### config.mk
export PLATFORM = sky130hd
export DESIGN_NAME = mem_access_unit
export DESIGN_NICKNAME = d
export VERILOG_FILES = /design/src/rtl/mem_access_unit.sv
export SDC_FILE = /design/constraint.sdc
export NUM_CORES = 1
export LEC_CHECK = 0
export CELL_PAD_IN_SITES_DETAIL_PLACEMENT = 0
export CELL_PAD_IN_SITES_GLOBAL_PLACEMENT = 1
export CORE_MARGIN = 1
export CORE_UTILIZATION = 34
export CTS_CLUSTER_SIZE = 24
export DETAILED_ROUTE_END_ITERATION = 8
export HOLD_SLACK_MARGIN = 0.08
export PLACE_DENSITY = 0.92
export SLEW_MARGIN = 20
export SYNTH_ARGS = -nofsm -noshare
export SYNTH_HDL_FRONTEND = slang
export SYNTH_SLANG_ARGS = --single-unit
### constraint.sdc
create_clock -name clk -period 3.9 [get_ports clk]
set_clock_uncertainty 0.1 [all_clocks]
set_input_delay 0.78 -clock clk [delete_from_list [all_inputs] [get_ports clk]]
set_output_delay 0.78 -clock clk [all_outputs]
set_load 0.02 [all_outputs]
### src/rtl/mem_access_unit.sv
// MEM-stage load/store unit: decodes RV32I width codes, drives a single-outstanding
// request/ready data bus, formats load data and reports misalignment, illegal codes and timeouts.
module mem_access_unit #(
    parameter int TIMEOUT_CYCLES = 255
) (
    input  logic        clk,
    input  logic        rst_n,
    input  logic        valid_mem,
    input  logic        mem_read_ctrl_mem,
    input  logic        mem_write_ctrl_mem,
    input  logic [2:0]  mem_funct3_mem,
    input  logic [31:0] alu_result_mem,
    input  logic [31:0] rs2_data_mem,
    output logic        dbus_req,
    output logic        dbus_we,
    output logic [31:0] dbus_addr,
    output logic [31:0] dbus_wdata,
    output logic [3:0]  dbus_be,
    input  logic        dbus_ready,
    input  logic [31:0] dbus_rdata,
    output logic [31:0] mem_data_out_mem,
    output logic        mem_stall,
    output logic        access_fault,
    output logic [1:0]  state_dbg
);
    localparam int CW = $clog2(TIMEOUT_CYCLES + 1);
    localparam logic [CW-1:0] CNT_LAST = CW'(TIMEOUT_CYCLES - 1);

    typedef enum logic [1:0] {IDLE = 2'd0, BUSY = 2'd1, DONE = 2'd2} state_t;

    state_t      r_state, w_next;
    logic [CW-1:0] r_cnt;
    logic        r_timeout, r_is_load;
    logic [2:0]  r_f3;
    logic [1:0]  r_off;
    logic [31:0] r_addr, r_wdata, r_data_out;
    logic [3:0]  r_be;
    logic        r_we;

    logic        w_access, w_store, w_illegal, w_misal, w_bad, w_start, w_expire;
    logic [3:0]  w_be;
    logic [31:0] w_wdata, w_load;
    logic [7:0]  w_byte;
    logic [15:0] w_half;

    assign w_access = valid_mem & (mem_read_ctrl_mem | mem_write_ctrl_mem);
    assign w_store  = mem_write_ctrl_mem;

    // Loads allow the unsigned byte/halfword codes; stores only the three signed ones.
    always_comb begin
        if (w_store) w_illegal = mem_funct3_mem[2] | (mem_funct3_mem[1:0] == 2'b11);
        else         w_illegal = (mem_funct3_mem == 3'b011) | (mem_funct3_mem[2:1] == 2'b11);
    end

    assign w_misal = ((mem_funct3_mem[1:0] == 2'b01) & alu_result_mem[0]) |
                     ((mem_funct3_mem[1:0] == 2'b10) & (alu_result_mem[1:0] != 2'b00));
    assign w_bad   = w_illegal | w_misal;
    assign w_start = w_access & ~w_bad;
    assign w_expire = (r_cnt == CNT_LAST);

    always_comb begin
        w_be    = 4'b1111;
        w_wdata = rs2_data_mem;
        case (mem_funct3_mem[1:0])
            2'b00: begin
                w_be    = 4'b0001 << alu_result_mem[1:0];
                w_wdata = {4{rs2_data_mem[7:0]}};
            end
            2'b01: begin
                w_be    = alu_result_mem[1] ? 4'b1100 : 4'b0011;
                w_wdata = {2{rs2_data_mem[15:0]}};
            end
            default: ;
        endcase
    end

    always_comb begin
        w_byte = dbus_rdata[7:0];
        case (r_off)
            2'd1:    w_byte = dbus_rdata[15:8];
            2'd2:    w_byte = dbus_rdata[23:16];
            2'd3:    w_byte = dbus_rdata[31:24];
            default: w_byte = dbus_rdata[7:0];
        endcase
        w_half = r_off[1] ? dbus_rdata[31:16] : dbus_rdata[15:0];
        case (r_f3)
            3'b000:  w_load = {{24{w_byte[7]}}, w_byte};
            3'b001:  w_load = {{16{w_half[15]}}, w_half};
            3'b100:  w_load = {24'd0, w_byte};
            3'b101:  w_load = {16'd0, w_half};
            default: w_load = dbus_rdata;
        endcase
    end

    always_comb begin
        w_next       = r_state;
        mem_stall    = 1'b0;
        access_fault = 1'b0;
        case (r_state)
            IDLE: begin
                mem_stall    = w_start;
                access_fault = w_access & w_bad;
                if (w_start) w_next = BUSY;
            end
            BUSY: begin
                mem_stall = 1'b1;
                if (dbus_ready || w_expire) w_next = DONE;
            end
            DONE: begin
                access_fault = r_timeout;
                w_next       = IDLE;
            end
            default: w_next = IDLE;
        endcase
    end

    always_ff @(posedge clk or negedge rst_n) begin
        if (!rst_n) begin
            r_state    <= IDLE;
            r_cnt      <= '0;
            r_timeout  <= 1'b0;
            r_is_load  <= 1'b0;
            r_f3       <= 3'd0;
            r_off      <= 2'd0;
            r_addr     <= 32'd0;
            r_wdata    <= 32'd0;
            r_be       <= 4'd0;
            r_we       <= 1'b0;
            r_data_out <= 32'd0;
        end else begin
            r_state <= w_next;
            if (r_state == IDLE && w_start) begin
                r_addr    <= {alu_result_mem[31:2], 2'b00};
                r_be      <= w_be;
                r_wdata   <= w_wdata;
                r_we      <= w_store;
                r_is_load <= ~w_store;
                r_f3      <= mem_funct3_mem;
                r_off     <= alu_result_mem[1:0];
                r_cnt     <= '0;
                r_timeout <= 1'b0;
            end else if (r_state == BUSY) begin
                if (dbus_ready) begin
                    if (r_is_load) r_data_out <= w_load;
                end else if (w_expire) begin
                    r_timeout <= 1'b1;
                end else begin
                    r_cnt <= r_cnt + 1'b1;
                end
            end
        end
    end

    assign dbus_req         = (r_state == BUSY);
    assign dbus_we          = r_we;
    assign dbus_addr        = r_addr;
    assign dbus_wdata       = r_wdata;
    assign dbus_be          = r_be;
    assign mem_data_out_mem = r_data_out;
    assign state_dbg        = r_state;
endmodule

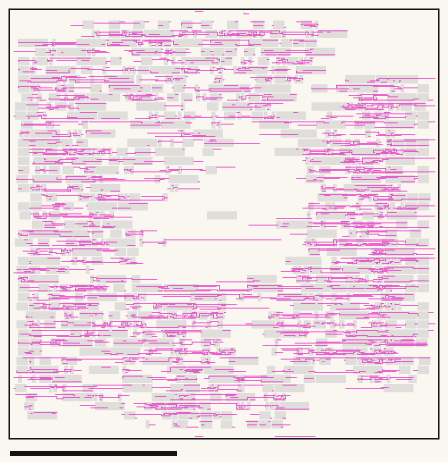
(run_1/m1.png)
Bar = 50 µm.
wire length on this layer	6780 µm
main direction	horizontal
longest straight run	37.7 µm
final WL: 15.60 mm
DR vias: 4857
met1 Use GR: 25.19%

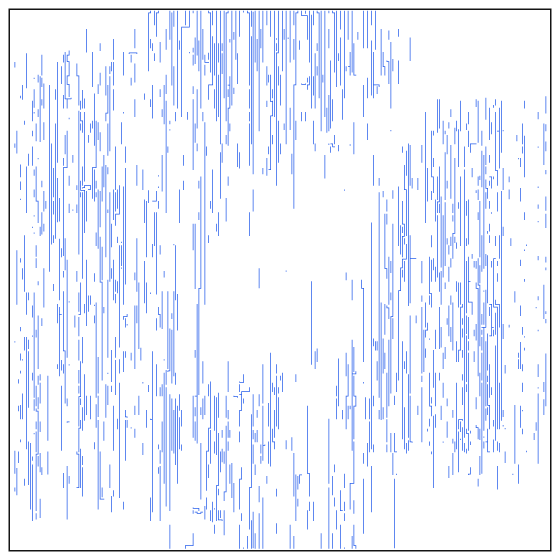
(run_1/m2.png)
longest straight run	63.6 µm
nets with wire on the layer	718
share of all routed wire	44%
GR Layer Usage met2: 29.28%

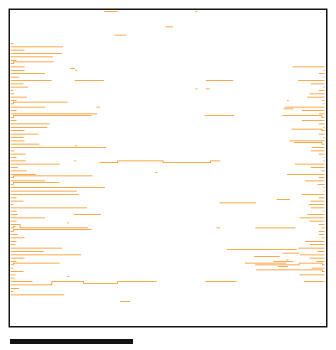
(run_1/m3.png)
Bar = 50 µm.
longest straight run	38.4 µm
main direction	horizontal
wire length on this layer	1540 µm
GR Util met3: 7.930%

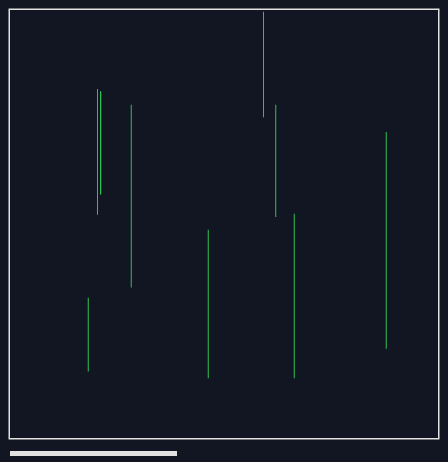
(run_1/m4.png)
Bar = 50 µm.
wire length on this layer	367 µm
nets with wire on the layer	6
longest straight run	64.6 µm

==> flow_summary_export.csv, run 1 <==
group,metric,value,unit
yosys,edf_count,0,
flow_run,tool_warnings,29,
clocking,clock-sinks,116,
yosys,xor_area_share,0.3236,%
detailed_routing,drc,0,
finish,nonClockBufferCount,216,
yosys,ys_cells,597,
yosys,synth_area,5413,µm²
finish,utilization,53.46,%
placement,pre_cts_slack,0.2037,ns
sta,setup-violations-final,0,
finish,largest_cell_class,"flip-flops and latches",
run_status,status,"completed",
die,chipArea,16430,µm²
placement,io_buffers,208,
clocking,clk_path_buf_depth,2,
detailed_routing,postRouteAntennaNets,0,
critical_path,worstPathRequired,3.02,ns
critical_path,startpoint_type,"primary input",
critical_path,rrSetupSlack,1.45,ns
finish,diodes,0,
yosys,synthArstFlopShare,100.0,%
finish,areaGrowthSynthToFinish,51.80,%
clocking,numCtsBuffers,17,
sta,period_used_share,94.43,%
detailed_routing,viasPerCell,4.776,
finish,seq_share,35.33,%
power,switching_share,34.05,%
==> run 2, diff against run 1 <==
--- a/config.mk
+++ b/config.mk
@@ -5,6 +5,7 @@
 export SDC_FILE = /design/constraint.sdc
 export NUM_CORES = 1
 export LEC_CHECK = 0
+export ABC_AREA = 1
 export CELL_PAD_IN_SITES_DETAIL_PLACEMENT = 0
 export CELL_PAD_IN_SITES_GLOBAL_PLACEMENT = 1
 export CORE_MARGIN = 1
@@ -12,7 +13,7 @@
 export CTS_CLUSTER_SIZE = 24
 export DETAILED_ROUTE_END_ITERATION = 8
 export HOLD_SLACK_MARGIN = 0.08
-export PLACE_DENSITY = 0.92
+export PLACE_DENSITY = 0.93
 export SLEW_MARGIN = 20
 export SYNTH_ARGS = -nofsm -noshare
 export SYNTH_HDL_FRONTEND = slang
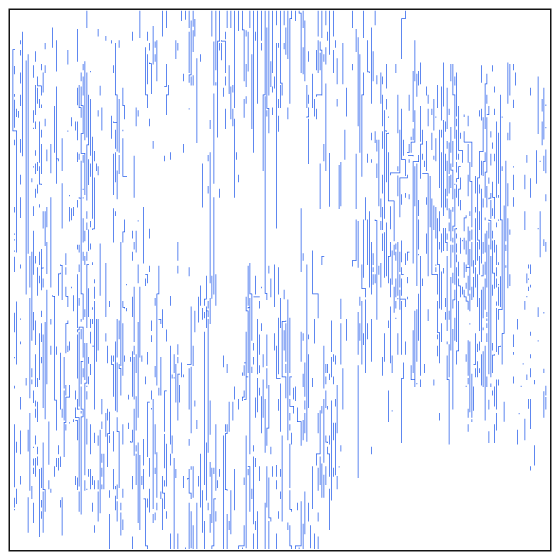
(run_2/m2.png)
longest straight run	56.6 µm
wire length on this layer	7730 µm
main direction	vertical
nets with wire on the layer	820
share of all routed wire	45%
GR Layer Usage met2: 32.40%
final WL: 17.06 mm
DR vias: 5436

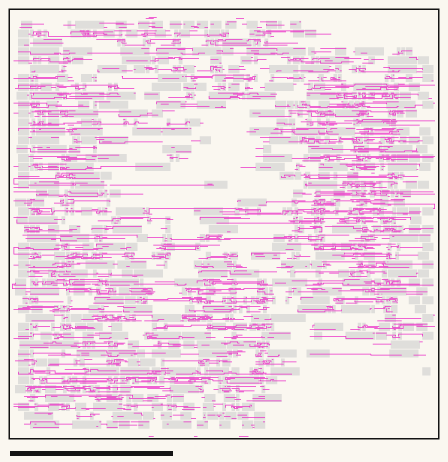
(run_2/m1.png)
Bar = 50 µm.
share of all routed wire	44%
longest straight run	35.0 µm
wire length on this layer	7440 µm
met1 Use GR: 26.68%

==> flow_summary_export.csv, run 2 <==
group,metric,value,unit
run_status,status,"completed",
finish,areaGrowthSynthToFinish,50.44,%
detailed_routing,postRouteAntennaNets,0,
detailed_routing,viasPerCell,4.768,
power,switching_share,33.91,%
finish,seq_share,34.12,%
finish,final_area,8508,µm²
sta,period_used_share,87.59,%
flow_run,tool_warnings,27,
yosys,ys_seq_share,51.33,%
finish,largest_cell_class,"flip-flops and latches",
critical_path,worstSetupPathType,"primary input to output pin",
clocking,clock-sinks,116,
critical_path,startpoint_type,"primary input",
finish,diodes,0,
critical_path,path_max_fanout,17,
sta,fin_setup_tns,0,ns
sta,setup-violations-final,0,
critical_path,critPathTopFamily,"buffers and inverters",
detailed_routing,drc,0,
yosys,ys_cells,717,
detailed_routing,first_pass_iters,4,
placement,io_buffers,208,
clocking,clk_path_buf_depth,2,
critical_path,critPathMaxStageDelay,0.64,ns
yosys,xor_area_share,0.3097,%
critical_path,cp.buffers_inverters,3,
yosys,synth.avg_cell_area,7.888,µm²
finish,nonClockBufferCount,215,
clocking,post_cts_buffers,0,
die,chipArea,17150,µm²
finish,drive_above_1_share,8.117,%
sta,slew_headroom,31.26,%
yosys,synth_area,5655,µm²
finish,flop_area,2903,µm²
finish,clkbuf_count,23,
finish,clock_area_share,7.853,%
power,maxPowerGroup,"combinational logic",
finish,utilization,52.98,%
clocking,numCtsBuffers,17,
yosys,edf_count,0,
yosys,synthArstFlopShare,100.0,%
critical_path,timing.rr.start,"r_f3[1]",
yosys,ys_sh_adder,0.4425,%
placement,pre_cts_slack,0.4805,ns
detailed_routing,wl_met2,7.729,mm
critical_path,worstPathRequired,3.02,ns
critical_path,rrSetupSlack,1.49,ns
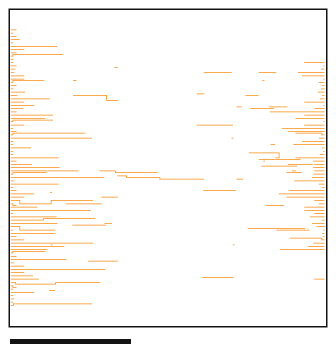
(run_2/m3.png)
Bar = 50 µm.
wire length on this layer	1610 µm
share of all routed wire	9.4%
longest straight run	38.9 µm
GR Util met3: 7.614%

Power is estimated from default activity; no workload was simulated.
